<file path="config.mk">
export PLATFORM = sky130hd
export DESIGN_NAME = ucode_sequencer
export DESIGN_NICKNAME = d
export VERILOG_FILES = /design/src/rtl/ucode_sequencer.sv
export SDC_FILE = /design/constraint.sdc
export NUM_CORES = 1
export LEC_CHECK = 0
export CAP_MARGIN = 5
export CORE_UTILIZATION = 34
export CTS_BUF_LIST = sky130_fd_sc_hd__clkbuf_8 sky130_fd_sc_hd__clkbuf_16
export DETAILED_ROUTE_END_ITERATION = 6
export GPL_TIMING_DRIVEN = 0
export PLACE_DENSITY = 0.86
export SLEW_MARGIN = 20
export SYNTH_ARGS = -nofsm -noshare
export SYNTH_HDL_FRONTEND = slang
export SYNTH_SLANG_ARGS = --single-unit
export TNS_END_PERCENT = 20
</file>
<file path="constraint.sdc">
create_clock -name clk -period 2.5 [get_ports clk]
set_input_delay 0.25 -clock clk [delete_from_list [all_inputs] [get_ports clk]]
set_output_delay 0.25 -clock clk [all_outputs]
set_load 0.05 [all_outputs]
</file>
<file path="src/rtl/ucode_sequencer.sv">
// Microcode sequencer feeding the instruction decoder: holds IR, phase, fetch/exception flags
// and runs the FETCH -> EXEC -> (EXC) cycle with memory stalls, halt, wait and interrupt entry.
module ucode_sequencer #(
  parameter int          UC_END_BIT     = 0,
  parameter int          UC_IR_LOAD_BIT = 1,
  parameter int          UC_MEM_BIT     = 2,
  parameter logic [15:0] INT_OPCODE     = 16'h8000
) (
  input  logic        clk,
  input  logic        rst_n,
  input  logic [27:0] ucode_word,
  input  logic        mem_ready,
  input  logic [15:0] mem_rdata,
  input  logic        irq,
  input  logic [8:0]  irq_vec,
  input  logic        halt,
  input  logic        wait_i,
  input  logic        ei,
  input  logic        di,
  output logic [15:0] instruction,
  output logic [2:0]  phase,
  output logic        fetch,
  output logic        exc_triggered,
  output logic [27:0] ucommand,
  output logic        commit,
  output logic        ie,
  output logic        halted,
  output logic        ucode_err
);

  // state   | meaning
  // FETCH   | running the fetch microprogram
  // EXEC    | running the microprogram of the instruction in IR
  // EXC     | running the injected INT microprogram
  // WAITING | idle until irq, no microcommands issued
  // HALTED  | stopped by HALT or microcode overflow; only reset leaves
  typedef enum logic [2:0] {ST_FETCH, ST_EXEC, ST_EXC, ST_WAITING, ST_HALTED} state_t;

  state_t      state, state_nxt;
  logic [2:0]  phase_nxt;
  logic [15:0] instr_nxt;
  logic        ie_nxt, halted_nxt, err_nxt;
  logic        running;
  logic        uc_end, uc_load, uc_mem;
  logic [15:0] int_image;

  assign uc_end    = ucode_word[UC_END_BIT];
  assign uc_load   = ucode_word[UC_IR_LOAD_BIT];
  assign uc_mem    = ucode_word[UC_MEM_BIT];
  assign int_image = INT_OPCODE | {7'd0, irq_vec};

  assign running       = (state == ST_FETCH) || (state == ST_EXEC) || (state == ST_EXC);
  assign fetch         = (state == ST_FETCH);
  assign exc_triggered = (state == ST_EXC);
  // ucommand stays driven during a stall so the memory request persists
  assign ucommand      = running ? ucode_word : 28'd0;
  assign commit        = running && (!uc_mem || mem_ready);

  always_comb begin
    state_nxt  = state;
    phase_nxt  = phase;
    instr_nxt  = instruction;
    ie_nxt     = ie;
    halted_nxt = halted;
    err_nxt    = ucode_err;
    if (commit) begin
      if (uc_load && state == ST_FETCH) instr_nxt = mem_rdata;
      if (!uc_end) begin
        if (phase == 3'd7) begin
          err_nxt    = 1'b1;
          halted_nxt = 1'b1;
          state_nxt  = ST_HALTED;
          phase_nxt  = 3'd0;
        end else begin
          phase_nxt = phase + 3'd1;
        end
      end else begin
        phase_nxt = 3'd0;
        case (state)
          ST_FETCH: state_nxt = ST_EXEC;
          ST_EXEC: begin
            // irq is qualified by the old ie, so ei only takes effect after the next instruction
            if (halt) begin
              state_nxt  = ST_HALTED;
              halted_nxt = 1'b1;
            end else if (wait_i) begin
              state_nxt = ST_WAITING;
            end else if (ei) begin
              ie_nxt    = 1'b1;
              state_nxt = ST_FETCH;
            end else if (di) begin
              ie_nxt    = 1'b0;
              state_nxt = ST_FETCH;
            end else if (irq && ie) begin
              state_nxt = ST_EXC;
              instr_nxt = int_image;
              ie_nxt    = 1'b0;
            end else begin
              state_nxt = ST_FETCH;
            end
          end
          default: state_nxt = ST_FETCH;
        endcase
      end
    end else if (state == ST_WAITING && irq) begin
      state_nxt = ST_EXC;
      instr_nxt = int_image;
      ie_nxt    = 1'b0;
    end
  end

  always_ff @(posedge clk or negedge rst_n) begin
    if (!rst_n) begin
      state       <= ST_FETCH;
      phase       <= 3'd0;
      instruction <= 16'd0;
      ie          <= 1'b0;
      halted      <= 1'b0;
      ucode_err   <= 1'b0;
    end else begin
      state       <= state_nxt;
      phase       <= phase_nxt;
      instruction <= instr_nxt;
      ie          <= ie_nxt;
      halted      <= halted_nxt;
      ucode_err   <= err_nxt;
    end
  end

endmodule

</file>
==> run_1/layer_met3.png <==
Scale bar: 20 um. Cells faint in the background.
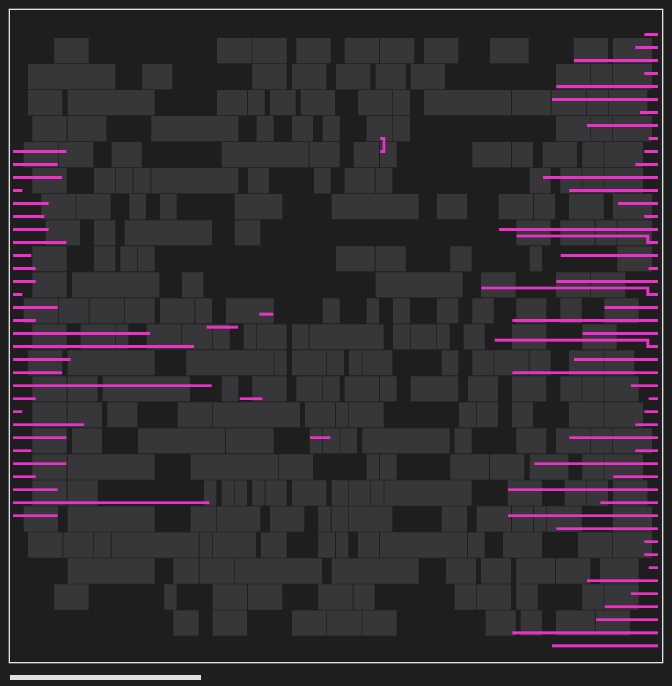
main direction: horizontal
share of all routed wire: 11%
wire length on this layer: 514 um
drt total wl: 4.71 mm
GR Util met3: 4.50%
via count: 1676

==> run_1/wires.png <==
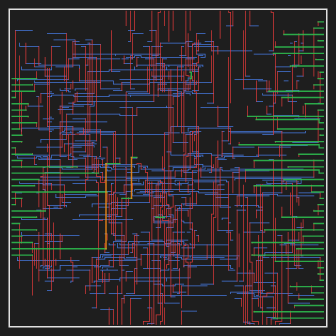
legend:
  metal 3:
    colour: green
    wire_length: 514 um
  metal 1:
    colour: blue
    wire_length: 1900 um
  metal 4:
    colour: orange
    wire_length: 27.2 um
  metal 2:
    colour: red
    wire_length: 2270 um
GRT Overall Usage: 20.4%
routed wire length per instance: 14.4 um

==> run_1/layer_met2.png <==
Cells faint in the background.
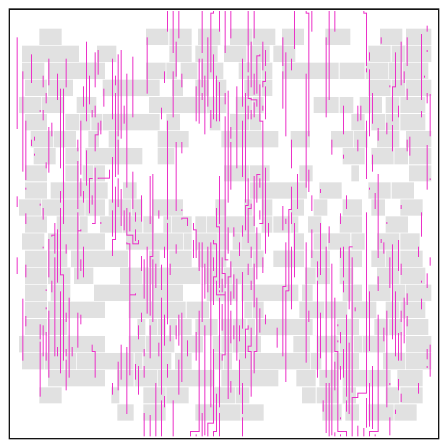
longest straight run: 28.7 um
wire length on this layer: 2270 um
share of all routed wire: 48%
main direction: vertical
met2 Track Usage GR: 37.5%

-- run 1: through the flow --
stage                     worst slack [ns]  hold WS [ns]
final                                0.169         0.467
after global routing               0.00528         0.486
after CTS                           0.0251         0.472
after detailed placement            -0.204         0.273
after global placement              -0.202         0.445
after floorplan                      0.496       -0.0456
-- run 1: critical path: stages, from the launching register on --
cell and delay, ns:
dfrtp_1 0.37, clkbuf_2 0.17, a21oi_1 0.21, nand2_1 0.20, inv_1 0.11, buf_2 0.23, clkbuf_4 0.26, clkbuf_4 0.25
-- run 1: metal layers --
layer  vias up  GRT usage (%)
met2        83           37.5
met1       790           23.7
met5         -              0
li1        799              -
met4         0           4.95
met3         4           4.50
-- run 1: flip-flops by register name, summed over array words and instances, names as in the netlist --
signal       flops
halted           1
ie               1
state            3
instruction     16
ucode_err        1
phase            3
-- run 1: area by class of cell --
cell class,instances,share of cell area [%]
clock buffer,3,1.50
inverter,3,0.409
multi-input combinational,119,28.7
sequential,25,22.7
clock inverter,1,0.273
timing repair buffer,114,41.7
buffer,11,2.41
tap,50,2.27
-- run 1: power by group through the flow --
| stage | Combinational, mW | Sequential, mW | Clock [mW] |
|---|---|---|---|
| 2_1_floorplan | 1.29 | 1.22 | 0 |
| 3_3_place_gp | 2.69 | 0.697 | 0 |
| 3_5_place_dp | 2.72 | 0.695 | 0 |
| 4_1_cts | 2.67 | 0.695 | 0.252 |
| 5_1_grt | 2.81 | 0.717 | 0.268 |
| 6_report | 2.66 | 0.696 | 0.249 |
-- run 1: Yosys cell counts (4+ instances only) --
cell type	count
a21oi_1	12
a22o_1	6
a2bb2oi_1	9
and2_1	28
buf_2	4
clkbuf_1	4
dfrtp_1	25
nand2_1	8
nand3_1	11
nor2_1	6
or3_1	6
==> metrics.cfg, run 1 <==
[outcome]
status=finished, final reports clean

[min_path]
hp-start=ucode_err$_DFFE_PN0P_
min_to=ucode_err$_DFFE_PN0P_
hold_depth=1

[job]
maxCapViolCount=0
warnings=26

[die]
die_w_um=68.2
io_pins=114
fp_util_pct=36.2
fp.dieH_um=68.2
core-area_um2=4120
die-area_um2=4650

[setup_path]
r2r_cells=6
crit_required_ns=2.25
r2r_end=instruction[8]$_DFFE_PN0P_
cp-startpoint=state[1]$_DFFE_PN0P_
r2r_slack_ns=0.52

[pwr]
combinationalPowerShare_pct=73.8
p_seq_share_pct=19.3
irDropWorstVdd_v=0.000864
p_switching_mw=1.98
power_density_nw_per_um2=1310

[sta]
max_freq_ghz=0.429
setup_viol=0
finalCriticalPeriod_ns=2.33
rsz0062_at_grt=false
timing.final.max_slew_violations=0
fin_skew_ns=0.00177

[placement]
gp_congestion=0.798
port_buffers=113
place_area_um2=2680
place_inst=321

[yosys]
synth_area_um2=1490
numSynthFlops=25
top_cell_area_share_pct=42.0
ys.flop_type=dfrtp_1
syn_nets=221
synth_cell_type_count=36
synthTopLogicFamily=simple AND/OR/NAND/NOR gates
edf_count=0
yosys.area.top_type=dfrtp_1
ys_cells=158
avgSynthCellArea_um2=9.42
yosys.area_share.aoi_pct=20.2
ys_warn_count=0

[final_layout]
lay_top_count=clkdlybuf4s50_1
final_cells=326
final_area_um2=2750
fin_util_pct=66.9
seq_area_um2=626
lay_top_cells=clkdlybuf4s50_1 (83), and2_1 (28), dfrtp_1 (25)
area_growth_pct=84.9

[global_routing]
antenna_found_initial=0

[drt]
viasPerCell=5.14
drt-met1-wl_mm=1.90
highest_layer=met4
first_iter_violations=28

[cts]
insertion_delay_ns=0.27
cts_made_buffers=3
postCtsSetupRepairBufs=0
cts_root_buffer=clkbuf_8

==> run 2: changes to the inputs <==
HOLD_SLACK_MARGIN = 0.06   (was not set)
==> run_2/congestion.png <==
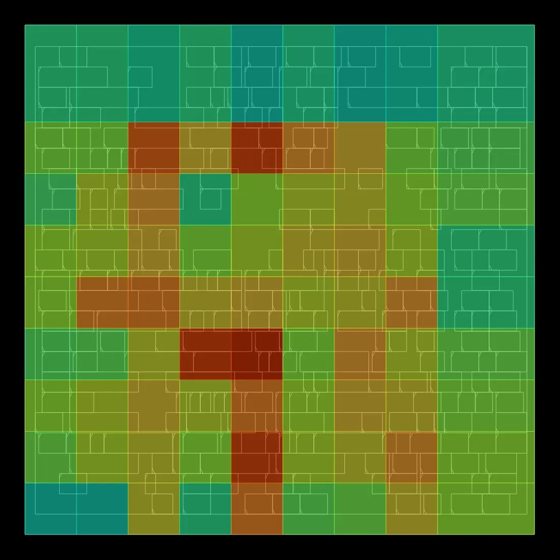
final design utilization: 66.9%
GRT busiest layer: met2
met1 usage: 23.7%

==> run_2/clk_routes.png <==
Scale bar: 20 um.
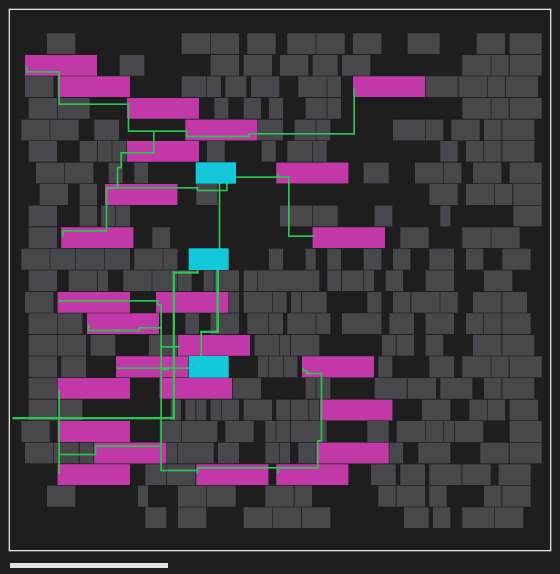
legend:
  clock wires:
    colour: green
    length: 313 um
  clock drivers:
    colour: cyan
    count: 3
  flip-flops:
    colour: magenta
    count: 25
routed clock nets: 4
Post-Route Skew: 0.00177 ns
clock share of power: 6.9%
Worst-Skew Late Latency: 0.27 ns
clock group power: 0.249 mW

==> run_2/layer_met3.png <==
Scale bar: 20 um. Cells faint in the background.
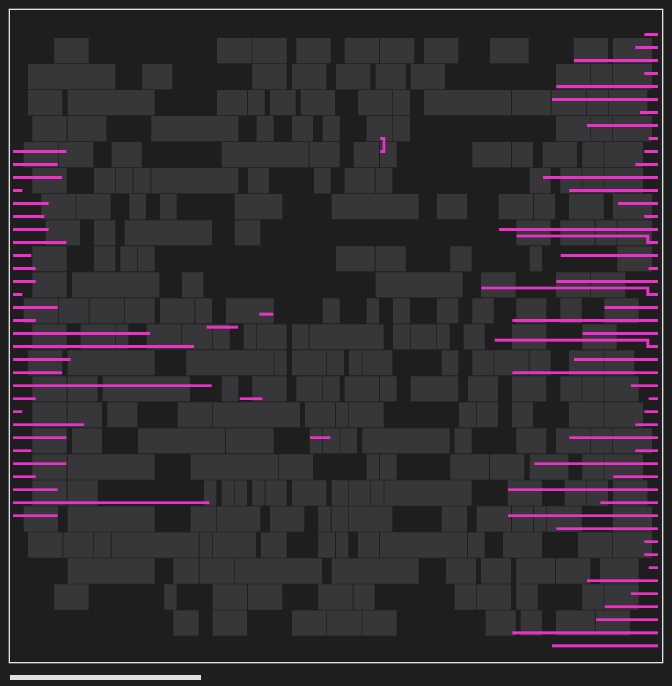
longest straight run: 20.5 um
wire length on this layer: 514 um

==> metrics.cfg, run 2 <==
[final_layout]
buffers=125  ; unchanged
buf_share_pct=44.1  ; unchanged
seq_area_um2=626  ; unchanged
nonClockInverterCount=3  ; unchanged
final_area_um2=2750  ; unchanged
reg_top3=instruction x16, phase x3, state x3  ; unchanged
area_growth_pct=84.9  ; unchanged
ff_count=25  ; unchanged
seqAreaFraction_pct=22.7  ; unchanged
area_share_clock_buf_inv_pct=1.77  ; unchanged

[setup_path]
cp_common_cell=clkbuf_4  ; unchanged
crit_slowest_cell=dfrtp_1  ; unchanged
cp_slowest_stage_delay_ns=0.37  ; about the same

[cts]
postCtsSetupRepairBufs=0  ; unchanged

[yosys]
syn_nets=221  ; unchanged
numSynthFlops=25  ; unchanged
edf_count=0  ; unchanged
ys_warn_count=0  ; unchanged
top_cell_area_share_pct=42.0  ; unchanged
synthTopCellsByCount=and2_1 (28), dfrtp_1 (25), a21oi_1 (12)  ; unchanged

[job]
maxCapViolCount=0  ; unchanged
warnings=26  ; unchanged

[die]
die_w_um=68.2  ; unchanged
fp.dieH_um=68.2  ; unchanged

[sta]
setup_viol=0  ; unchanged
max_freq_ghz=0.429  ; unchanged
rsz0062_at_grt=false  ; unchanged
holdWs_ns=0.467  ; unchanged

[pwr]
irDropWorstVdd_v=0.000864  ; unchanged

[placement]
gp_congestion=0.798  ; unchanged
dp_slack_ns=-0.204  ; unchanged
place_area_um2=2680  ; unchanged

[global_routing]
grt.met3_usage_pct=4.50  ; unchanged

[drt]
wl_mm=4.71  ; unchanged
viasPerCell=5.14  ; unchanged

[outcome]
status=finished, final reports clean  ; unchanged

## run 2: cell counts in the layout (fill, tap and decap cells not counted)
Identical to the previous run, type by type.
## run 2: power by group
| part | leakage, nW | total (mW) | switching, mW | internal (mW) |
|---|---|---|---|---|
| combinational | 0.837 | 2.66 | 1.73 | 0.930 |
| clock | 0.0217 | 0.249 | 0.136 | 0.113 |
| sequential | 0.305 | 0.696 | 0.117 | 0.579 |
## run 2: worst max-delay path: cells and delay by family, from the launching register on
kind            cells  cell delay [ns]
flops               1             0.37
buf+inv             5             1.02
simple gates        1             0.20
compound gates      1             0.21
## run 2: final timing paths
check,from,end,slack (ns),cells after the start
setup / recovery,state[1]$_DFFE_PN0P_,commit,0.17,7
hold / removal,ucode_err$_DFFE_PN0P_,ucode_err$_DFFE_PN0P_,0.47,1
setup reg to reg,state[1]$_DFFE_PN0P_,instruction[8]$_DFFE_PN0P_,0.52,6
hold reg to reg,ucode_err$_DFFE_PN0P_,ucode_err$_DFFE_PN0P_,0.47,1
max in group asynchronous,rst_n,instruction[6]$_DFFE_PN0P_,1.63,2
min in group asynchronous,rst_n,instruction[11]$_DFFE_PN0P_,0.49,2
## run 2: kinds of logic (layout without fill, tap and decap cells)
group | count (synthesis) | count (layout) | share of synthesized area (%)
adder cells (fa/ha/maj) | 2 | 2 | 1.68
AND/OR/NAND/NOR | 78 | 78 | 31.2
AND-OR/OR-AND | 39 | 39 | 20.2
buffers and inverters | 14 | 132 | 4.96
flip-flops | 25 | 25 | 42.0
## run 2: repair_timing
item / CTS / global route
endpoints found under the setup margin: 29 / 21
pin swaps: 0 / 0
hold buffers: 1 / 0
endpoints found under the hold margin: 25 / 0
gates resized: 71 / 6
No activity file was given, so power comes from the tool's default toggle rates.
